### src/rtl/mips_multicycle_cpu.sv
// Multi-cycle 32-bit MIPS core: one FSM walks each instruction through FETCH/DECODE/EXEC/MEM/WB
// around a single shared ALU, with a req/ready data-memory handshake and an external regfile.
module mips_multicycle_cpu #(
   parameter logic [31:0] RESET_PC = 32'h0,
   parameter logic [31:0] PC_STEP  = 32'd1
) (
   input  logic        clk,
   input  logic        reset,
   output logic [31:0] imem_addr,
   input  logic [31:0] imem_rdata,
   output logic        dmem_req,
   output logic        dmem_we,
   output logic [31:0] dmem_addr,
   output logic [31:0] dmem_wdata,
   input  logic [31:0] dmem_rdata,
   input  logic        dmem_ready,
   output logic [4:0]  register_a1,
   output logic [4:0]  register_a2,
   output logic [4:0]  register_a3,
   output logic        register_we3,
   output logic [31:0] register_wd3,
   input  logic [31:0] register_rd1,
   input  logic [31:0] register_rd2,
   output logic        retire,
   output logic        illegal
);

   typedef enum logic [2:0] {FETCH, DECODE, EXEC, MEM, WB} state_t;

   localparam logic [5:0] OP_R    = 6'b000000;
   localparam logic [5:0] OP_LW   = 6'b100011;
   localparam logic [5:0] OP_SW   = 6'b101011;
   localparam logic [5:0] OP_BEQ  = 6'b000100;
   localparam logic [5:0] OP_ADDI = 6'b001000;
   localparam logic [5:0] OP_J    = 6'b000010;
   localparam logic [5:0] F_ADD   = 6'b100000;
   localparam logic [5:0] F_SUB   = 6'b100010;
   localparam logic [5:0] F_AND   = 6'b100100;
   localparam logic [5:0] F_OR    = 6'b100101;
   localparam logic [5:0] F_SLT   = 6'b101010;

   state_t      state, state_next;
   logic [31:0] pc, pc_next, ir, a_reg, b_reg, alu_out, mdr;
   logic [31:0] sign_imm, pc_plus, branch_target, jump_target, alu_b, alu_result;
   logic [5:0]  opcode, funct;
   logic        r_legal, is_nop;

   assign opcode        = ir[31:26];
   assign funct         = ir[5:0];
   assign sign_imm      = {{16{ir[15]}}, ir[15:0]};
   assign pc_plus       = pc + PC_STEP;
   assign branch_target = pc_plus + sign_imm * PC_STEP;
   assign jump_target   = {6'b0, ir[25:0]} * PC_STEP;
   assign is_nop        = (ir == 32'h0);
   assign r_legal       = (funct == F_ADD) || (funct == F_SUB) || (funct == F_AND) ||
                          (funct == F_OR)  || (funct == F_SLT);

   assign imem_addr    = pc;
   assign register_a1  = ir[25:21];
   assign register_a2  = ir[20:16];
   assign register_a3  = (opcode == OP_R) ? ir[15:11] : ir[20:16];
   assign register_wd3 = (opcode == OP_LW) ? mdr : alu_out;
   assign dmem_addr    = alu_out;
   assign dmem_wdata   = b_reg;

   // Shared ALU: R-type uses funct, every other user wants A + sign-extended immediate.
   always_comb begin
      alu_b      = (opcode == OP_R) ? b_reg : sign_imm;
      alu_result = a_reg + alu_b;
      if (opcode == OP_R) begin
         case (funct)
            F_SUB:   alu_result = a_reg - b_reg;
            F_AND:   alu_result = a_reg & b_reg;
            F_OR:    alu_result = a_reg | b_reg;
            F_SLT:   alu_result = {31'b0, $signed(a_reg) < $signed(b_reg)};
            default: alu_result = a_reg + b_reg;
         endcase
      end
   end

   always_comb begin
      state_next   = state;
      pc_next      = pc;
      dmem_req     = 1'b0;
      dmem_we      = 1'b0;
      register_we3 = 1'b0;
      retire       = 1'b0;
      illegal      = 1'b0;
      case (state)
         FETCH: state_next = DECODE;
         DECODE: begin
            case (opcode)
               OP_R: begin
                  if (is_nop) begin
                     retire     = 1'b1;
                     pc_next    = pc_plus;
                     state_next = FETCH;
                  end else if (r_legal) begin
                     state_next = EXEC;
                  end else begin
                     illegal    = 1'b1;
                     pc_next    = pc_plus;
                     state_next = FETCH;
                  end
               end
               OP_LW, OP_SW, OP_ADDI, OP_BEQ: state_next = EXEC;
               OP_J: begin
                  retire     = 1'b1;
                  pc_next    = jump_target;
                  state_next = FETCH;
               end
               default: begin
                  illegal    = 1'b1;
                  pc_next    = pc_plus;
                  state_next = FETCH;
               end
            endcase
         end
         EXEC: begin
            if (opcode == OP_BEQ) begin
               retire     = 1'b1;
               pc_next    = (a_reg == b_reg) ? alu_out : pc_plus;
               state_next = FETCH;
            end else if ((opcode == OP_LW) || (opcode == OP_SW)) begin
               state_next = MEM;
            end else begin
               state_next = WB;
            end
         end
         // Request stays up with stable address/data until the memory accepts it.
         MEM: begin
            dmem_req = 1'b1;
            dmem_we  = (opcode == OP_SW);
            if (dmem_ready) begin
               if (opcode == OP_SW) begin
                  retire     = 1'b1;
                  pc_next    = pc_plus;
                  state_next = FETCH;
               end else begin
                  state_next = WB;
               end
            end
         end
         WB: begin
            register_we3 = 1'b1;
            retire       = 1'b1;
            pc_next      = pc_plus;
            state_next   = FETCH;
         end
         default: state_next = FETCH;
      endcase
   end

   always_ff @(posedge clk) begin
      if (reset) begin
         state <= FETCH;
         pc    <= RESET_PC;
      end else begin
         state <= state_next;
         pc    <= pc_next;
      end
   end

   // The branch target is precomputed in DECODE so EXEC only has to choose.
   always_ff @(posedge clk) begin
      if (reset) begin
         ir      <= 32'h0;
         a_reg   <= 32'h0;
         b_reg   <= 32'h0;
         alu_out <= 32'h0;
         mdr     <= 32'h0;
      end else begin
         case (state)
            FETCH: ir <= imem_rdata;
            DECODE: begin
               a_reg   <= register_rd1;
               b_reg   <= register_rd2;
               alu_out <= branch_target;
            end
            EXEC: if (opcode != OP_BEQ) alu_out <= alu_result;
            MEM:  if (dmem_ready && (opcode == OP_LW)) mdr <= dmem_rdata;
            default: ;
         endcase
      end
   end

endmodule

### config.mk
export PLATFORM = sky130hd
export DESIGN_NAME = mips_multicycle_cpu
export DESIGN_NICKNAME = d
export VERILOG_FILES = /design/src/rtl/mips_multicycle_cpu.sv
export SDC_FILE = /design/constraint.sdc
export NUM_CORES = 1
export LEC_CHECK = 0
export CELL_PAD_IN_SITES_DETAIL_PLACEMENT = 1
export CELL_PAD_IN_SITES_GLOBAL_PLACEMENT = 1
export CORE_UTILIZATION = 37
export DETAILED_ROUTE_END_ITERATION = 6
export HOLD_SLACK_MARGIN = 0.05
export PLACE_DENSITY_LB_ADDON = 0.1
export SLEW_MARGIN = 20
export SYNTH_ARGS = -nofsm -noshare
export SYNTH_HDL_FRONTEND = slang
export SYNTH_SLANG_ARGS = --single-unit
### constraint.sdc
create_clock -name clk -period 13.4 [get_ports clk]
set_input_delay 2.01 -clock clk [delete_from_list [all_inputs] [get_ports clk]]
set_output_delay 2.01 -clock clk [all_outputs]
set_load 0.05 [all_outputs]
==> images/layer_met2.png <==
Bar = 50 um.
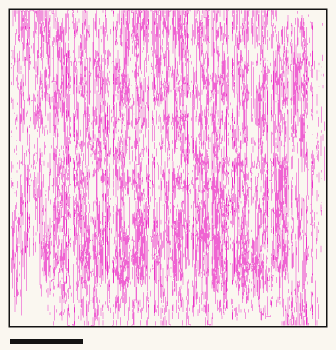
The layer holds 50% of the routed length. The longest straight run is 85.7 um. The layer carries 34.7 mm of wire. The wires run mostly vertical.
Via Count: 18201
met2 usage: 0.520
Post-Route WL: 69700 um

==> images/clocks.png <==
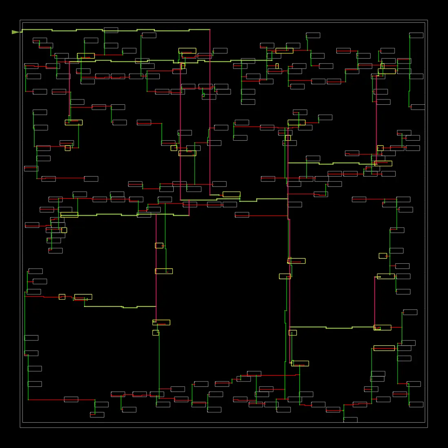
clk_skew: 0.0171 ns
clock sink total: 195
clk pwr: 0.542 mW

==> images/power_grid.png <==
Bar = 50 um. Pins as bars on the die edge.
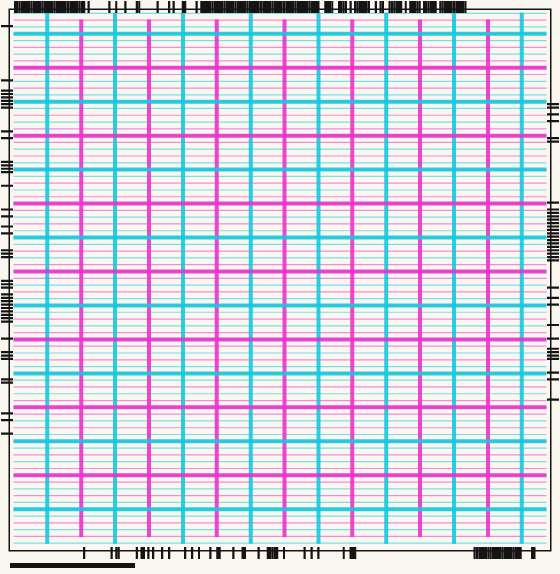
Key: VSS = cyan; VDD = magenta
279 signal pins sit on the boundary. The core has 78 rows. 15 straps on met5.

==> images/layer_met3.png <==
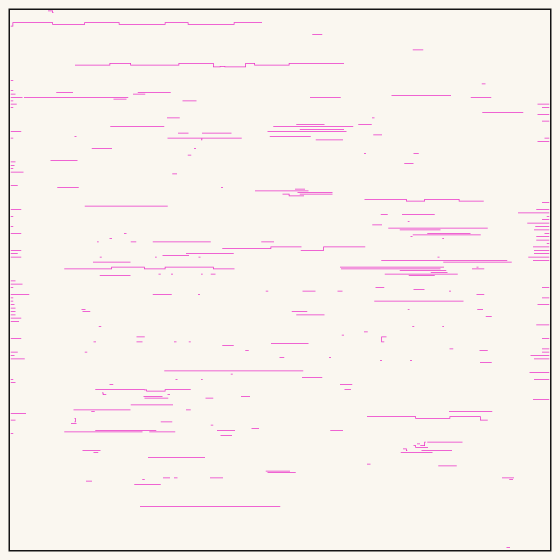
The layer carries 2230 um of wire. The wires run mostly horizontal. The longest straight run is 55.9 um.

==> images/wires.png <==
Bar = 50 um. Two of the layers only.
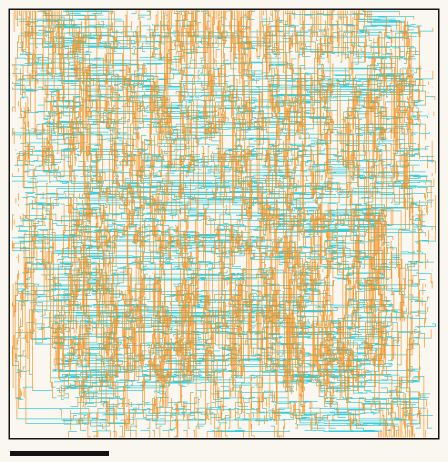
Key: metal 2 = orange [wire length 34.7 mm]; metal 1 = cyan [wire length 30.5 mm]

==> flow_summary.yaml <==
# yosys + openroad results
status:
  status: "finished, final reports clean"
clock_network:
  root_buffer: "clkbuf_16"
  clock_path_buffers: 2
  cts_tree: "yes"
  cts_resized: 0
  post_cts_buffers: 0
  htree_levels: 4
  hold_buffers: 0
  clkLatencyLatePin_ns: 0.52
  numCtsBuffers: 17
  clkSlewWorstSetupHoldPaths_ns: 0.08
worst_setup_path:
  reg2regPathDepth: 19
  required_ns: 11.39
  start_kind: "input port"
  endpoint_kind: "output pin"
  critPathKind: "in2out"
  crit_arrival_ns: 3.99
  reg2reg_from: "ir[29]"
  cp_max_fo: 4
  startpoint: "dmem_ready"
global_route:
  overflow: 0
  grt_pass1_vias: 18651
  grt.met1_usage: 0.358
  gr-usage-all-layers: 0.294
  antenna_found_initial: 0
  grt_first_pass_wirelength_um: 107000
  busiest_layer: "met2"
  grt_max_degree: 104
  use_met3: 0.0392
sta:
  worstMarginPinSlew_ns: 1.07
  timing.hold.ws_ns: 0.456
  min_period_ns: 6.00
  final-hold-violation-count: 0
  setup_tns_ns: 0
  fmax_mhz: 167
  slew_headroom: 0.289
  drv_slew: 0
  fin_ws_ns: 7.40
  timing.final.crit_share: 0.448
  rsz0062_at_grt: "no"
  setup-violations-final: 0
synthesis:
  postSynth.asyncResetShare: 0
  fp_nets: 2656
  top_cells_by_area: "dfxtp_1 23%, ha_1 12%, nand2_1 8.8%"
  syn_inst: 2361
  synth-edff-count: 0
  syn_area_sq_um: 17000
  synth.cells.most_frequent: "400 x nand2_1, 299 x a21oi_1, 195 x dfxtp_1, 173 x nor2_1, 160 x ha_1"
  synth_seq_share: 0.230
  ys_cells: 2361
  synth_area_per_cell_sq_um: 7.19
  synth_area_leader_cell: "dfxtp_1"
  synth-area-yosys_sq_um: 17000
  synth_cell_types: 81
  flop_cell: "dfxtp_1"
  most_common_cell: "nand2_1"
  yosys_warnings: 0
  top_area_frac: 0.230
  numSynthFlops: 195
cells_and_area:
  drive_gt1_frac: 0.0511
  layout.area.comb_sq_um: 12000
  syn_to_final_growth_pct: 22.0
  final_core_util: 0.457
  n_fill_cell: 5664
  nNetsFinal: 2826
  fin_cells: 3144
  num_antenna_cells: 0
  stdcell_area_sq_um: 20700
  regArea_sq_um: 3910
floorplan:
  die_height_um: 216
  initial_utilization: 0.375
  chipArea_sq_um: 46800
  num_io_pins: 279
  coreArea_sq_um: 45300
  rows: 78
  die_w_um: 216
drt:
  top_layer: "met4"
  viasPerCell: 5.79
  dr_wl_met3_um: 2230
  wl_met1_um: 30500
  drt_first_pass_iters: 5
  wl_met2_um: 34700
  drtAntennaViolNets: 0
  wl_per_cell_um: 22.2
  drt-initial-drc-count: 938
  drc: 0
hold_path:
  whs_path_depth: 2
  holdCritStartpoint: "mdr[22]"
  worstHoldPathType: "reg2reg"
placed_design:
  hpwl_um: 53200
  dp_cells: 3112
  gp_congestion: 0.930
  placed_area_sq_um: 20100
  portBuffers: 278
  pre_cts_slack_ns: 7.41
job:
  warning_count: 93
  max_cap_violations: 0
power_and_ir_drop:
  vdd_drop_max_uv: 84.6
  leakage_nw: 8.28
  finalPower_mw: 2.28
  p_per_area_nw_per_um2: 110
==> final timing paths <==
path	endpoint	slack, ns
worst max-delay path	retire	7.40
worst min-delay path	mdr[22]	0.46
worst max register to register	dmem_addr[30]	7.88
worst min register to register	mdr[22]	0.46
==> kinds of logic after synthesis <==
group                      synth area share
buffers and inverters                0.0678
and+or+nand+nor                       0.196
adders and majority gates             0.123
AOI/OAI and AO/OA                     0.297
muxes                                0.0407
DFF                                   0.230
xor gates and xnor gates             0.0459
==> power by group <==
group          internal, mW  leakage (nW)  switching (mW)
Clock                 0.262         0.276           0.280
Sequential            0.628          1.60          0.0886
Combinational         0.365          6.41           0.654
Total                  1.25          8.28            1.02
==> cell type report <==
class | count | area share
repair buffers | 305 | 0.144
multi-input cells | 1872 | 0.578
clock inverters | 14 | 0.00713
well taps | 600 | 0.0362
inverters | 140 | 0.0254
flip-flops and latches | 195 | 0.189
clock buffers | 18 | 0.0207
==> critical path, cell delays in order <==
cell	delay, ns
clkdlybuf4s50_1	0.52
and3_1	0.16
o21ai_0	0.09
o21a_1	0.21
o21ai_0	0.17
clkdlybuf4s50_1	0.83
==> placed cells by master, fill, tap and decap left out, types with 27 or more instances in the layout <==
cell / synthesis / layout
nand2_1: 400 / 400
a21o_1: 55 / 55
inv_1: 139 / 139
a22oi_1: 33 / 33
a311oi_1: 27 / 27
ha_1: 160 / 160
o211ai_1: 31 / 31
mux2i_1: 32 / 32
clkdlybuf4s50_1: 0 / 277
xor2_1: 31 / 31
o21ai_0: 92 / 92
nand3_1: 41 / 41
nor2_1: 173 / 171
a21oi_1: 299 / 298
o21ai_1: 33 / 33
mux2_2: 33 / 33
xnor2_1: 58 / 58
dfxtp_1: 195 / 194
a211oi_1: 37 / 37
buf_4: 11 / 27
Power and IR drop assume default switching activity.
